==> images/metal_density.png <==
The die is cut into 17 by 17 equal tiles; dark blue is low, red is high, scaled to the fullest tile. Values are wire area over tile area, all layers added.
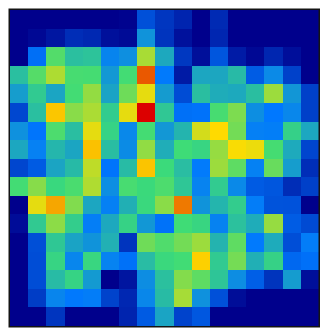
==> images/placement_by_type.png <==
Fill, decap, tap and diode cells in grey.
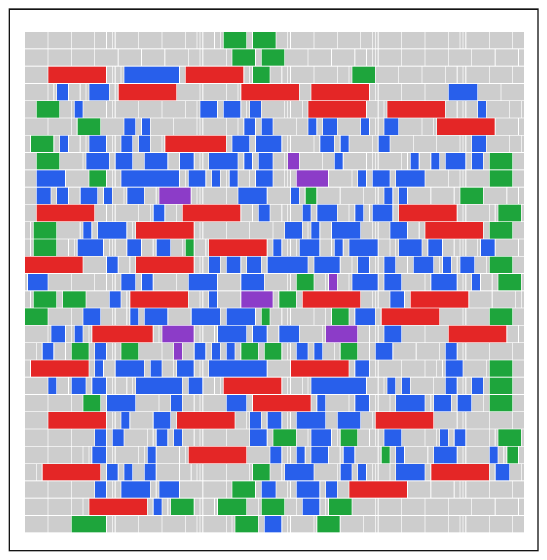
==> images/power_grid.png <==
The bar under the picture is 20 um long. Pins as bars on the die edge. Tap cells in grey.
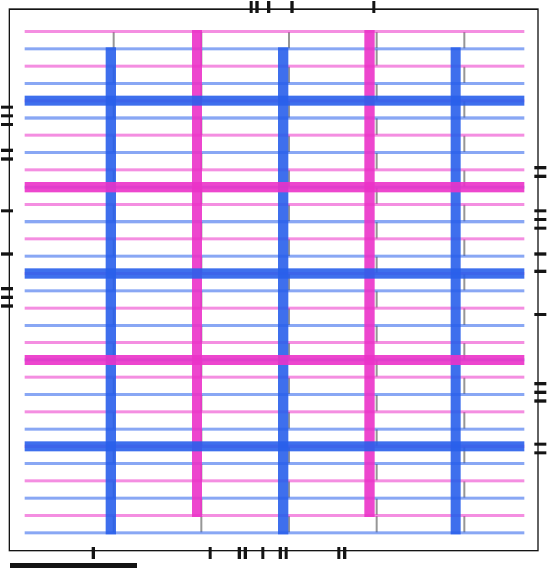
==> images/placement.png <==
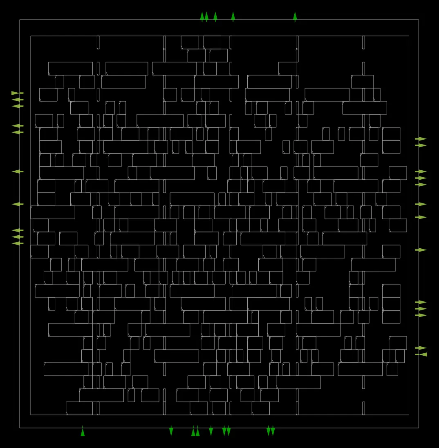
==> images/io_fan.png <==
The bar under the picture is 20 um long.
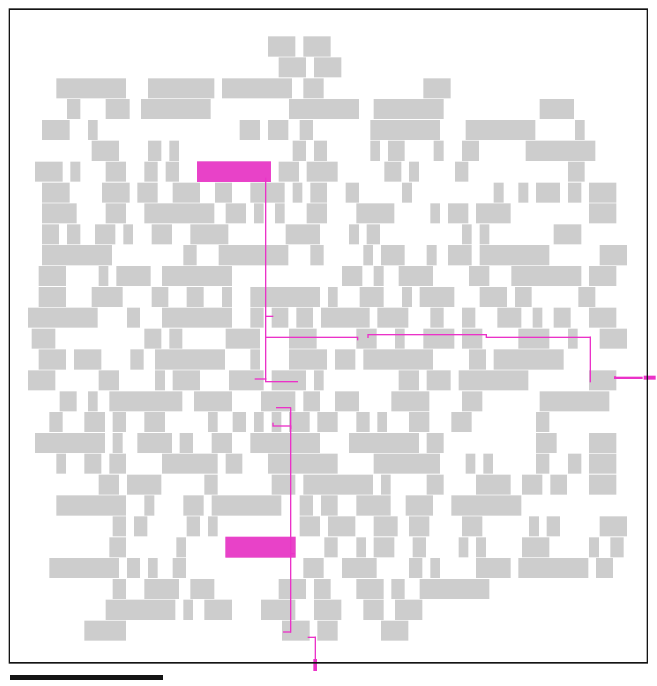
--- config.mk ---
export PLATFORM = sky130hd
export DESIGN_NAME = clock_time_keeper
export DESIGN_NICKNAME = d
export VERILOG_FILES = /design/src/rtl/clock_pkg.sv /design/src/rtl/clock_time_keeper_bcd2.sv /design/src/rtl/clock_time_keeper.sv
export SDC_FILE = /design/constraint.sdc
export NUM_CORES = 1
export LEC_CHECK = 0
export CAP_MARGIN = 30
export CELL_PAD_IN_SITES_DETAIL_PLACEMENT = 1
export CELL_PAD_IN_SITES_GLOBAL_PLACEMENT = 1
export CORE_AREA = 2 2 81 83
export DETAILED_ROUTE_END_ITERATION = 10
export DIE_AREA = 0 0 83 85
export GPL_TIMING_DRIVEN = 0
export PLACE_DENSITY = 0.7
export SYNTH_ARGS = -nofsm -noshare
export SYNTH_HDL_FRONTEND = slang
export SYNTH_HIERARCHICAL = 1
export SYNTH_SLANG_ARGS = --single-unit
export TNS_END_PERCENT = 100
--- constraint.sdc ---
create_clock -name i_clk -period 3 [get_ports i_clk]
set_clock_uncertainty 0.2 [all_clocks]
set_input_delay 0.9 -clock i_clk [delete_from_list [all_inputs] [get_ports i_clk]]
set_output_delay 0.9 -clock i_clk [all_outputs]
set_load 0.005 [all_outputs]
--- src/rtl/clock_pkg.sv ---
// Shared constants for the time-of-day keeper: FSM encoding and BCD field limits.
package clock_pkg;

  typedef enum logic [1:0] {
    ST_RUN     = 2'd0,
    ST_SET_HR  = 2'd1,
    ST_SET_MIN = 2'd2
  } state_t;

  localparam logic [7:0] HOUR_MAX = 8'h23;
  localparam logic [7:0] MIN_MAX  = 8'h59;
  localparam logic [7:0] SEC_MAX  = 8'h59;

endpackage

--- src/rtl/clock_time_keeper_bcd2.sv ---
// Two-digit BCD counter that wraps to 00 after MAX_BCD; carry_c flags that wrap.
module bcd2_mod_counter #(
  parameter logic [7:0] MAX_BCD = 8'h59
) (
  input  logic       i_clk,
  input  logic       i_rstn,
  input  logic       inc,
  input  logic       clr,
  output logic [7:0] value,
  output logic       carry_c
);

  // Wrap indication is combinational so the next field can advance in the same cycle.
  assign carry_c = inc && (value == MAX_BCD);

  // BCD increment with wrap at MAX_BCD; clear has priority.
  always_ff @(posedge i_clk or negedge i_rstn) begin
    if (!i_rstn) begin
      value <= 8'h00;
    end else if (clr) begin
      value <= 8'h00;
    end else if (inc) begin
      if (value == MAX_BCD) begin
        value <= 8'h00;
      end else if (value[3:0] == 4'd9) begin
        value <= {value[7:4] + 4'd1, 4'd0};
      end else begin
        value <= {value[7:4], value[3:0] + 4'd1};
      end
    end
  end

endmodule

--- src/rtl/clock_time_keeper.sv ---
// 24-hour BCD time-of-day keeper driven by a 0.1 s tick, with a two-button set mode.
import clock_pkg::*;

module clock_time_keeper #(
  parameter int unsigned TICKS_PER_SEC = 10,
  parameter int unsigned BLINK_TICKS   = 5
) (
  input  logic       i_clk,
  input  logic       i_rstn,
  input  logic       i_tick,
  input  logic       i_mode,
  input  logic       i_inc,
  output logic [7:0] o_hour_bcd,
  output logic [7:0] o_min_bcd,
  output logic [7:0] o_sec_bcd,
  output logic [3:0] o_tenth,
  output logic [1:0] o_state,
  output logic       o_blink,
  output logic       o_sec_pulse
);

  localparam int unsigned BLINK_W = $clog2(BLINK_TICKS + 1);
  localparam logic [3:0] TENTH_LAST = 4'(TICKS_PER_SEC - 1);
  localparam logic [BLINK_W-1:0] BLINK_LAST = BLINK_W'(BLINK_TICKS - 1);

  state_t             state;
  logic [3:0]         tenth;
  logic [BLINK_W-1:0] blink_cnt;
  logic               blink;
  logic               sec_pulse;

  logic in_run_c;
  logic in_hr_c;
  logic in_min_c;
  logic tenth_wrap_c;
  logic exit_set_c;
  logic sec_inc_c;
  logic min_inc_c;
  logic hour_inc_c;
  logic sec_carry_c;
  logic min_carry_c;
  logic unused_hour_wrap_c;

  // Event decode; a mode press always swallows a simultaneous increment.
  assign in_run_c     = (state == ST_RUN);
  assign in_hr_c      = (state == ST_SET_HR);
  assign in_min_c     = (state == ST_SET_MIN);
  assign tenth_wrap_c = in_run_c && i_tick && (tenth == TENTH_LAST);
  assign exit_set_c   = in_min_c && i_mode;
  assign sec_inc_c    = tenth_wrap_c;
  assign min_inc_c    = (in_run_c && sec_carry_c) || (in_min_c && i_inc && !i_mode);
  assign hour_inc_c   = (in_run_c && min_carry_c) || (in_hr_c && i_inc && !i_mode);

  bcd2_mod_counter #(.MAX_BCD(SEC_MAX)) u_sec (
    .i_clk   (i_clk),
    .i_rstn  (i_rstn),
    .inc     (sec_inc_c),
    .clr     (exit_set_c),
    .value   (o_sec_bcd),
    .carry_c (sec_carry_c)
  );

  bcd2_mod_counter #(.MAX_BCD(MIN_MAX)) u_min (
    .i_clk   (i_clk),
    .i_rstn  (i_rstn),
    .inc     (min_inc_c),
    .clr     (1'b0),
    .value   (o_min_bcd),
    .carry_c (min_carry_c)
  );

  bcd2_mod_counter #(.MAX_BCD(HOUR_MAX)) u_hour (
    .i_clk   (i_clk),
    .i_rstn  (i_rstn),
    .inc     (hour_inc_c),
    .clr     (1'b0),
    .value   (o_hour_bcd),
    .carry_c (unused_hour_wrap_c)
  );

  // Tenths digit and the seconds-advance pulse; leaving set mode restarts the second.
  always_ff @(posedge i_clk or negedge i_rstn) begin
    if (!i_rstn) begin
      tenth     <= 4'd0;
      sec_pulse <= 1'b0;
    end else begin
      sec_pulse <= tenth_wrap_c;
      if (exit_set_c) begin
        tenth <= 4'd0;
      end else if (in_run_c && i_tick) begin
        tenth <= tenth_wrap_c ? 4'd0 : tenth + 4'd1;
      end
    end
  end

  // Mode FSM plus the blink half-period counter that only runs in set states.
  always_ff @(posedge i_clk or negedge i_rstn) begin
    if (!i_rstn) begin
      state     <= ST_RUN;
      blink_cnt <= '0;
      blink     <= 1'b0;
    end else begin
      case (state)
        ST_RUN: begin
          blink_cnt <= '0;
          blink     <= 1'b0;
          if (i_mode) state <= ST_SET_HR;
        end
        ST_SET_HR, ST_SET_MIN: begin
          if (i_mode) begin
            state     <= in_hr_c ? ST_SET_MIN : ST_RUN;
            blink_cnt <= '0;
            blink     <= 1'b0;
          end else if (i_tick) begin
            if (blink_cnt == BLINK_LAST) begin
              blink_cnt <= '0;
              blink     <= ~blink;
            end else begin
              blink_cnt <= blink_cnt + BLINK_W'(1);
            end
          end
        end
        default: begin
          state     <= ST_RUN;
          blink_cnt <= '0;
          blink     <= 1'b0;
        end
      endcase
    end
  end

  assign o_tenth     = tenth;
  assign o_state     = state;
  assign o_blink     = blink;
  assign o_sec_pulse = sec_pulse;

endmodule

==> notes.md <==
impl run done, here's what came out: ClkCell Share 0.0282, Non-Clock Buffer Count 53, combinational share of cell area 0.453, Reg2Reg Setup Slack 0.12 ns, synthesis-to-finish area growth 34.7%, vias in the first global route 1826, number of hold violations in the final report 0, top library cells by usage in the layout, fill and taps aside 33 x dfrtp_1, 33 x clkdlybuf4s50_1, 19 x ha_1, final setup margin 0.0844 ns, Area-dominant class combinational gates, largest delay contributor family on the critical path simple AND/OR/NAND/NOR gates, Design Power 1.53 mW, Leakage 1.27 nW, proportion of power drawn by the clock network 0.215, remaining antenna violation count 0, clock root buffer master clkbuf_8, result of the run complete, no violations, final max-slew violation count 0, WL met3 171 um, kind of path behind the tightest hold check flop to flop, grt met2 use 0.248, Worst path max stage delay 0.46 ns, internal power 1.00 mW, power in sequential cells 0.619 mW, met1 layer wirelength in the final routing 2360 um, number of nets in the finished design 310, total of warnings raised by yosys 6, nature of the critical path endpoint flop, number of placed instances, taps included 342, setup repair after global routing missed its margin true, Setup crit start kind input port, worst-case hold path end point o_blink, clock period minus worst slack 2.92 ns, Congestion Overflow GR 0, final weighted congestion of routability-driven global placement approximately 0.74, Non-CTS inverters 11, router iterations before antenna repair 4, Hold Crit Start o_blink, slew of the pin with the lowest slew margin 0.814 ns, Placement Setup Slack -0.469 ns, non-clock buffering overhead in the final layout 0.165, Top Registers u_hour/value (8), u_min/value (8), u_sec/value (8), Iteration-0 DRC Markers roughly 45, count of buffers from port buffering 35, wire length of the first global-routing pass 8340 um, ANT cells 0, post-DR vias/cell 5.17, post-synthesis instance area 2140 um^2, hold buffer count at CTS 0, multi-input combinational cell area 1310 um^2, stage-log warning count 40, Syn Inst Count 223, worst reg2reg endpoint u_hour/value[7], H-tree depth 2, largest net degree at the start of global routing 36, r2r startpoint o_state[0], clock slew seen by the registers of the worst setup and hold paths about 0.07 ns, max_slew headroom 0.457, worst path buffer plus inverter count 1, total length of routed wires slightly above 5000 um, number of buffers created by CTS 5, area post-placement 2650 um^2, final setup TNS 0 ns, post-detailed-route DRC marker count 0, number of failing setup endpoints in the final timing report 0, setup bufs post-CTS 2, count of instances resized after the clock tree is built 6, met1 global-route usage 0.181, cell count of the worst hold path 2, cell count of the worst reg-to-reg path 13, cell count along the critical path 9, share of the core filled by cells before placement 0.345, Tapcells 77, met3 Usage GRT 0.0379, ratio of cells with drive above 1 in the final layout 0.147, clock tree from TritonCTS built, sequential share of power 0.403, antenna violations before repair 0, area occupied by registers 878 um^2, worst slack on hold paths 0.352 ns, clock insertion delay at the later pin of the skew report 0.28 ns, Highest Signal Layer met4, average wire length per cell after detail routing 14.3 um, power consumed by the clock network 0.331 mW, count of clock buffers in the final design 7, combinational gates roughly 180, Post-Synthesis Mean Instance Area 9.59 um^2, maximum clock frequency ~340 MHz, sequence of cells on the critical path clkdlybuf4s50_1 -> nor2b_2 -> a22o_4 -> nand4b_4 -> nor2_2 -> a22o_1 -> and4b_2 -> nand4_1 -> mux2_2, WP data arrival 2.88 ns, worst endpoint required time roughly 3.0 ns, proportion of power drawn by combinational gates 0.381, I/O pins 37, Net Switching roughly 0.53 mW, combinational power slightly below 0.6 mW, critical path startpoint i_inc, Num Clock Sinks 35
About metal_density.png:
mean over tiles: 0.11
tiles over half the peak: 22%
fullest tile: 0.36

About placement_by_type.png:
| class | colour | cells | share of their area |
|---|---|---|---|
| combinational and other logic | blue | 189 | 48% |
| clock drivers and dummy loads | purple | 8 | 2.9% |
| other buffers and delay cells | green | 53 | 17% |
| flops | red | 35 | 32% |
final design area excluding fillers: 2880 um^2
end-of-flow core utilization: 0.464
sequential share of cell area: 0.305
Std-Cell Rows: 29
Core Footprint: 6200 um^2

About power_grid.png:
| net | colour |
|---|---|
| VSS | blue |
| VDD | magenta |
met4 straps: 5
met1 rails: 30
signal pins: 37
rows: 29
tap cells: 77
worst ir drop on vdd: 0.000353 V
chip width: 83 um
die height: 85 um

About placement.png:
tally of non-filler cells in the final layout: 362
flop count: 35

About io_fan.png:
| port | colour | bits | direction | edge | end cells | buffers | wire |
|---|---|---|---|---|---|---|---|
| o_state | magenta | 2 | output | 1 right, 1 bottom | 2 | 3 | 124 um |

Power and IR drop assume default switching activity.
